PDN straps and rails:
Scale bar: 20 um. Pins as bars on the die edge.
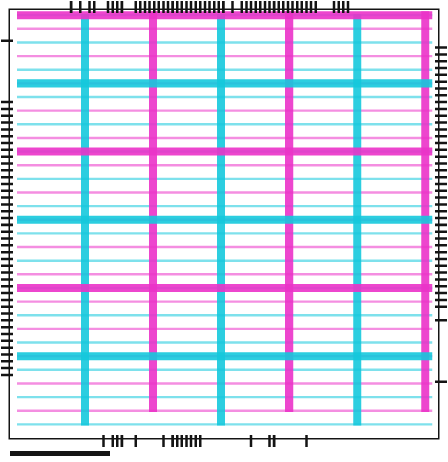
Cells colored by class:
Scale bar: 20 um.
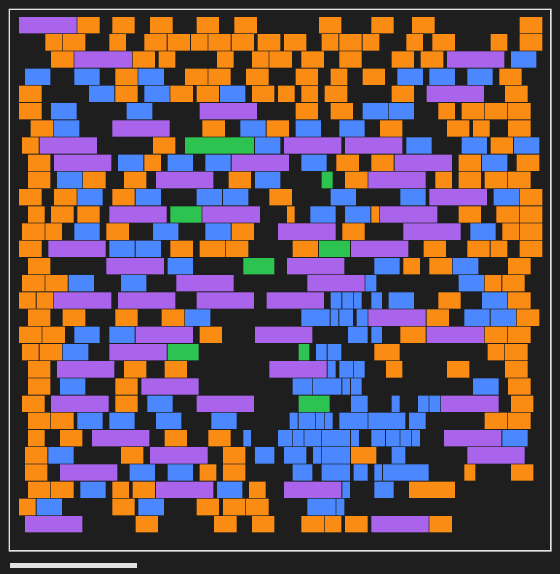
Clock distribution:
Scale bar: 20 um.
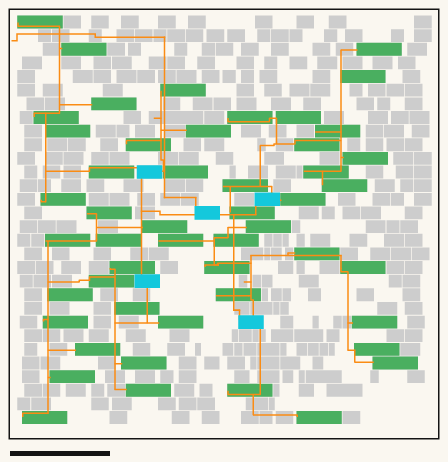
Signal wires by layer:
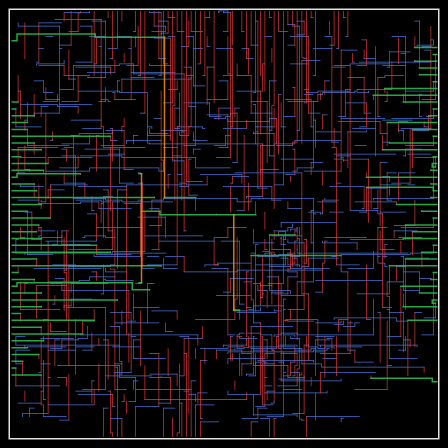
$ cat config.mk
export PLATFORM = sky130hd
export DESIGN_NAME = mem_access_unit
export DESIGN_NICKNAME = d
export VERILOG_FILES = /design/src/rtl/mem_access_unit.sv
export SDC_FILE = /design/constraint.sdc
export NUM_CORES = 1
export LEC_CHECK = 0
export CAP_MARGIN = 20
export CORE_MARGIN = 1
export CORE_UTILIZATION = 40
export DETAILED_ROUTE_END_ITERATION = 6
export GPL_TIMING_DRIVEN = 0
export PLACE_DENSITY_LB_ADDON = 0.12
export SYNTH_ARGS = -nofsm -noshare
export SYNTH_HDL_FRONTEND = slang
export SYNTH_SLANG_ARGS = --single-unit
$ cat constraint.sdc
create_clock -name clk -period 3.4 [get_ports clk]
set_clock_uncertainty 0.15 [all_clocks]
set_input_delay 0.85 -clock clk [delete_from_list [all_inputs] [get_ports clk]]
set_output_delay 0.85 -clock clk [all_outputs]
set_load 0.02 [all_outputs]
$ cat src/rtl/mem_access_unit.sv
`default_nettype none
// ============================================================================
// Module   : mem_access_unit
// Brief    : MAR/MDR register pair with a request/ack memory access FSM,
//            wait-cycle timeout and sticky error status.
// Revision : 1.0 - initial release
// ============================================================================
module mem_access_unit #(
    parameter int DATA_W  = 32,
    parameter int ADDR_W  = 9,
    parameter int TIMEOUT = 15
) (
    input  logic              clk,
    input  logic              clr,
    input  logic [DATA_W-1:0] bus,
    input  logic              mar_enable,
    input  logic              mdr_enable,
    input  logic              read_start,
    input  logic              write_start,
    input  logic              mem_ack,
    input  logic [DATA_W-1:0] mem_rdata,
    output logic [DATA_W-1:0] mdr_data,
    output logic [ADDR_W-1:0] mem_addr,
    output logic [DATA_W-1:0] mem_wdata,
    output logic              mem_req,
    output logic              mem_we,
    output logic              busy,
    output logic              done,
    output logic              err,
    output logic              err_flag
);

    localparam int c_CNT_W = (TIMEOUT > 0) ? $clog2(TIMEOUT + 1) : 1;
    // Timeout fires at the edge where the count would reach TIMEOUT.
    localparam logic [c_CNT_W-1:0] c_LAST = c_CNT_W'((TIMEOUT > 0) ? TIMEOUT - 1 : 0);

    typedef enum logic [1:0] {
        S_IDLE = 2'd0,
        S_RD   = 2'd1,
        S_WR   = 2'd2
    } state_t;

    state_t              r_state, w_state_nxt;
    logic [c_CNT_W-1:0]  r_cnt, w_cnt_nxt;
    logic [ADDR_W-1:0]   r_mar, w_mar_nxt;
    logic [DATA_W-1:0]   r_mdr, w_mdr_nxt;
    logic                r_done, w_done_nxt;
    logic                r_err, w_err_nxt;
    logic                r_flag, w_flag_nxt;
    logic                w_timeout;

    always_ff @(posedge clk or negedge clr) begin
        if (!clr) begin
            r_state <= S_IDLE;
            r_cnt   <= '0;
            r_mar   <= '0;
            r_mdr   <= '0;
            r_done  <= 1'b0;
            r_err   <= 1'b0;
            r_flag  <= 1'b0;
        end else begin
            r_state <= w_state_nxt;
            r_cnt   <= w_cnt_nxt;
            r_mar   <= w_mar_nxt;
            r_mdr   <= w_mdr_nxt;
            r_done  <= w_done_nxt;
            r_err   <= w_err_nxt;
            r_flag  <= w_flag_nxt;
        end
    end

    always_comb begin
        w_state_nxt = r_state;
        w_cnt_nxt   = r_cnt;
        w_mar_nxt   = r_mar;
        w_mdr_nxt   = r_mdr;
        w_done_nxt  = 1'b0;
        w_err_nxt   = 1'b0;
        w_flag_nxt  = r_flag;
        w_timeout   = (TIMEOUT > 0) && (r_cnt == c_LAST);

        case (r_state)
            S_IDLE: begin
                // Register loads share the start edge so the access sees fresh values.
                if (mar_enable) w_mar_nxt = bus[ADDR_W-1:0];
                if (mdr_enable) w_mdr_nxt = bus;
                if (read_start && write_start) begin
                    w_err_nxt  = 1'b1;
                    w_flag_nxt = 1'b1;
                end else if (read_start) begin
                    w_state_nxt = S_RD;
                    w_cnt_nxt   = '0;
                    w_flag_nxt  = 1'b0;
                end else if (write_start) begin
                    w_state_nxt = S_WR;
                    w_cnt_nxt   = '0;
                    w_flag_nxt  = 1'b0;
                end
            end
            S_RD, S_WR: begin
                if (mem_ack) begin
                    if (r_state == S_RD) w_mdr_nxt = mem_rdata;
                    w_done_nxt  = 1'b1;
                    w_state_nxt = S_IDLE;
                end else if (w_timeout) begin
                    w_err_nxt   = 1'b1;
                    w_flag_nxt  = 1'b1;
                    w_state_nxt = S_IDLE;
                end else begin
                    w_cnt_nxt = r_cnt + c_CNT_W'(1);
                end
            end
            default: w_state_nxt = S_IDLE;
        endcase
    end

    assign mem_addr  = r_mar;
    assign mdr_data  = r_mdr;
    assign mem_wdata = r_mdr;
    assign mem_req   = (r_state != S_IDLE);
    assign busy      = (r_state != S_IDLE);
    assign mem_we    = (r_state == S_WR);
    assign done      = r_done;
    assign err       = r_err;
    assign err_flag  = r_flag;

endmodule
`default_nettype wire

==> changes_impl.md <==
### Changed

- Min Tclk post-route: 2.94 ns
- Initial DRC Count: 29
- Maximum fanout along the worst path: 8
- Post-cts resize count: 0
- Synth top area share: 0.450
- Tool warnings: 30
- Worst Reg2Reg Path Length in Cells: 5
- Flop area: 0.00125 mm^2
- Top pwr grp: combinational logic
- First-pass GRT wire length: 10700 um
- XOR/XNOR share of the synthesized area: 0.00315
- Worst slew margin: 0.619
- Post-CTS Hold Buffers: 0
- Max layer used: met4
- Logic area: 0.00117 mm^2
- Clk. pwr: 0.414 mW
- Worst hold path type: in2async
- P_leak: 1.90 nW
- Distinct cells, synth: 33
- Worst Setup SP: r_state[0]
- Status: finished clean
- Most numerous cell in the Yosys netlist: mux2_2
- Fin nets: 453
- Max Cap Viol: 0
- Vias per cell: 4.85
- R2R Path Start: r_state[0]
- Post-CTS setup repair buffer count: 0
- Switch share: 0.385
- Cell area after synthesis: 0.00278 mm^2
- 1st-pass router iterations: 4
- Power share of the clock group: 0.085
- Top cells by area: dfrtp_1 (45%), mux2_2 (27%), buf_4 (9.5%), ha_1 (2.7%), mux2_1 (2.4%)
- Inst Count DP: 449
- Yosys stat area: 0.00278 mm^2
- Yosys cell count: 220
- R2r setup slk: 1.03 ns
- Arr. time, crit path: 1.94 ns
- Non-CTS buffers: 191
- # DRC: 0
- Critical Path RT: 2.40 ns
- Tapcell Cnt: 80
- H-tree level count: 2
- Fill cells: 563
- Layout cell share with drive strength beyond 1: 0.324
- Warnings, synthesis: 0
- Reg clk slew, reported paths: 0.09 ns
- Most numerous logic cell after layout: clkdlybuf4s50_1
- P&R area growth vs syn: 61.4%
- EDFF count, synth: 0
- CTS root buf: clkbuf_8
- Syn Inst Count: 220
- Top Usage Layer GRT: met2
- Met3 GRT Util: 0.0632
- Top cells by count: mux2_2 (67), dfrtp_1 (50), buf_4 (35)
- Most instantiated logic cells after routing: clkdlybuf4s50_1 (147), mux2_2 (67), dfrtp_1 (50), buf_4 (35), a21oi_1 (7)
- Met2 GRT Util: 0.332
- CTS Buf Count: 5
- Total GRT Usage: 0.187
- Sequential cell count: 50
- Gate power share: 0.686
- Critical Path End Type: output pin
- Net Sw Power: 1.87 mW
- RSZ-0062 raised after global routing: no
- Slew @ Worst Pin: 0.571 ns
- Setup TNS: 0 ns
- Cells along the critical path: inv_1 -> ha_1 -> buf_6 -> inv_6 -> buf_4 -> clkdlybuf4s50_1
- Internal power: 2.99 mW
- Max Slew Vio Count: 0
- FP Util: 0.411
- Comb power: 3.34 mW
- Routed length on met3: 635 um
- Pwr Total: 4.87 mW
- Clock sink count: 50
## Picture notes: 'PDN straps and rails'
- VDD: magenta
- VSS: cyan
- met1 rails: 31
- rows: 30
- signal pins: 150
chip height: 85.4 um
DIE WIDTH: 85.4 um

## Picture notes: 'cells colored by class'
- flip-flops: purple (cells 50; share of their area 29%)
- other buffers and delay cells: orange (cells 191; share of their area 42%)
- clock drivers and dummy loads: green (cells 8; share of their area 2.5%)
- all other logic: blue (cells 128; share of their area 27%)
Seq/total area: 0.279
FP Rows: 30
post-route design area: 0.00448 mm^2
Core ar.: 0.00676 mm^2

## Picture notes: 'clock distribution'
- cells driving clock nets: cyan (count 5)
- flip-flops: green (count 50)
- clock wires: orange (length 640 um)
- flops lie: spread over the die

## Picture notes: 'signal wires by layer'
- met4: orange (wire length 72.8 um)
- met1: blue (wire length 2580 um)
- met2: red (wire length 3340 um)
- met3: green (wire length 636 um)

Power figures rest on the tool's default switching activity, not on a simulated workload.
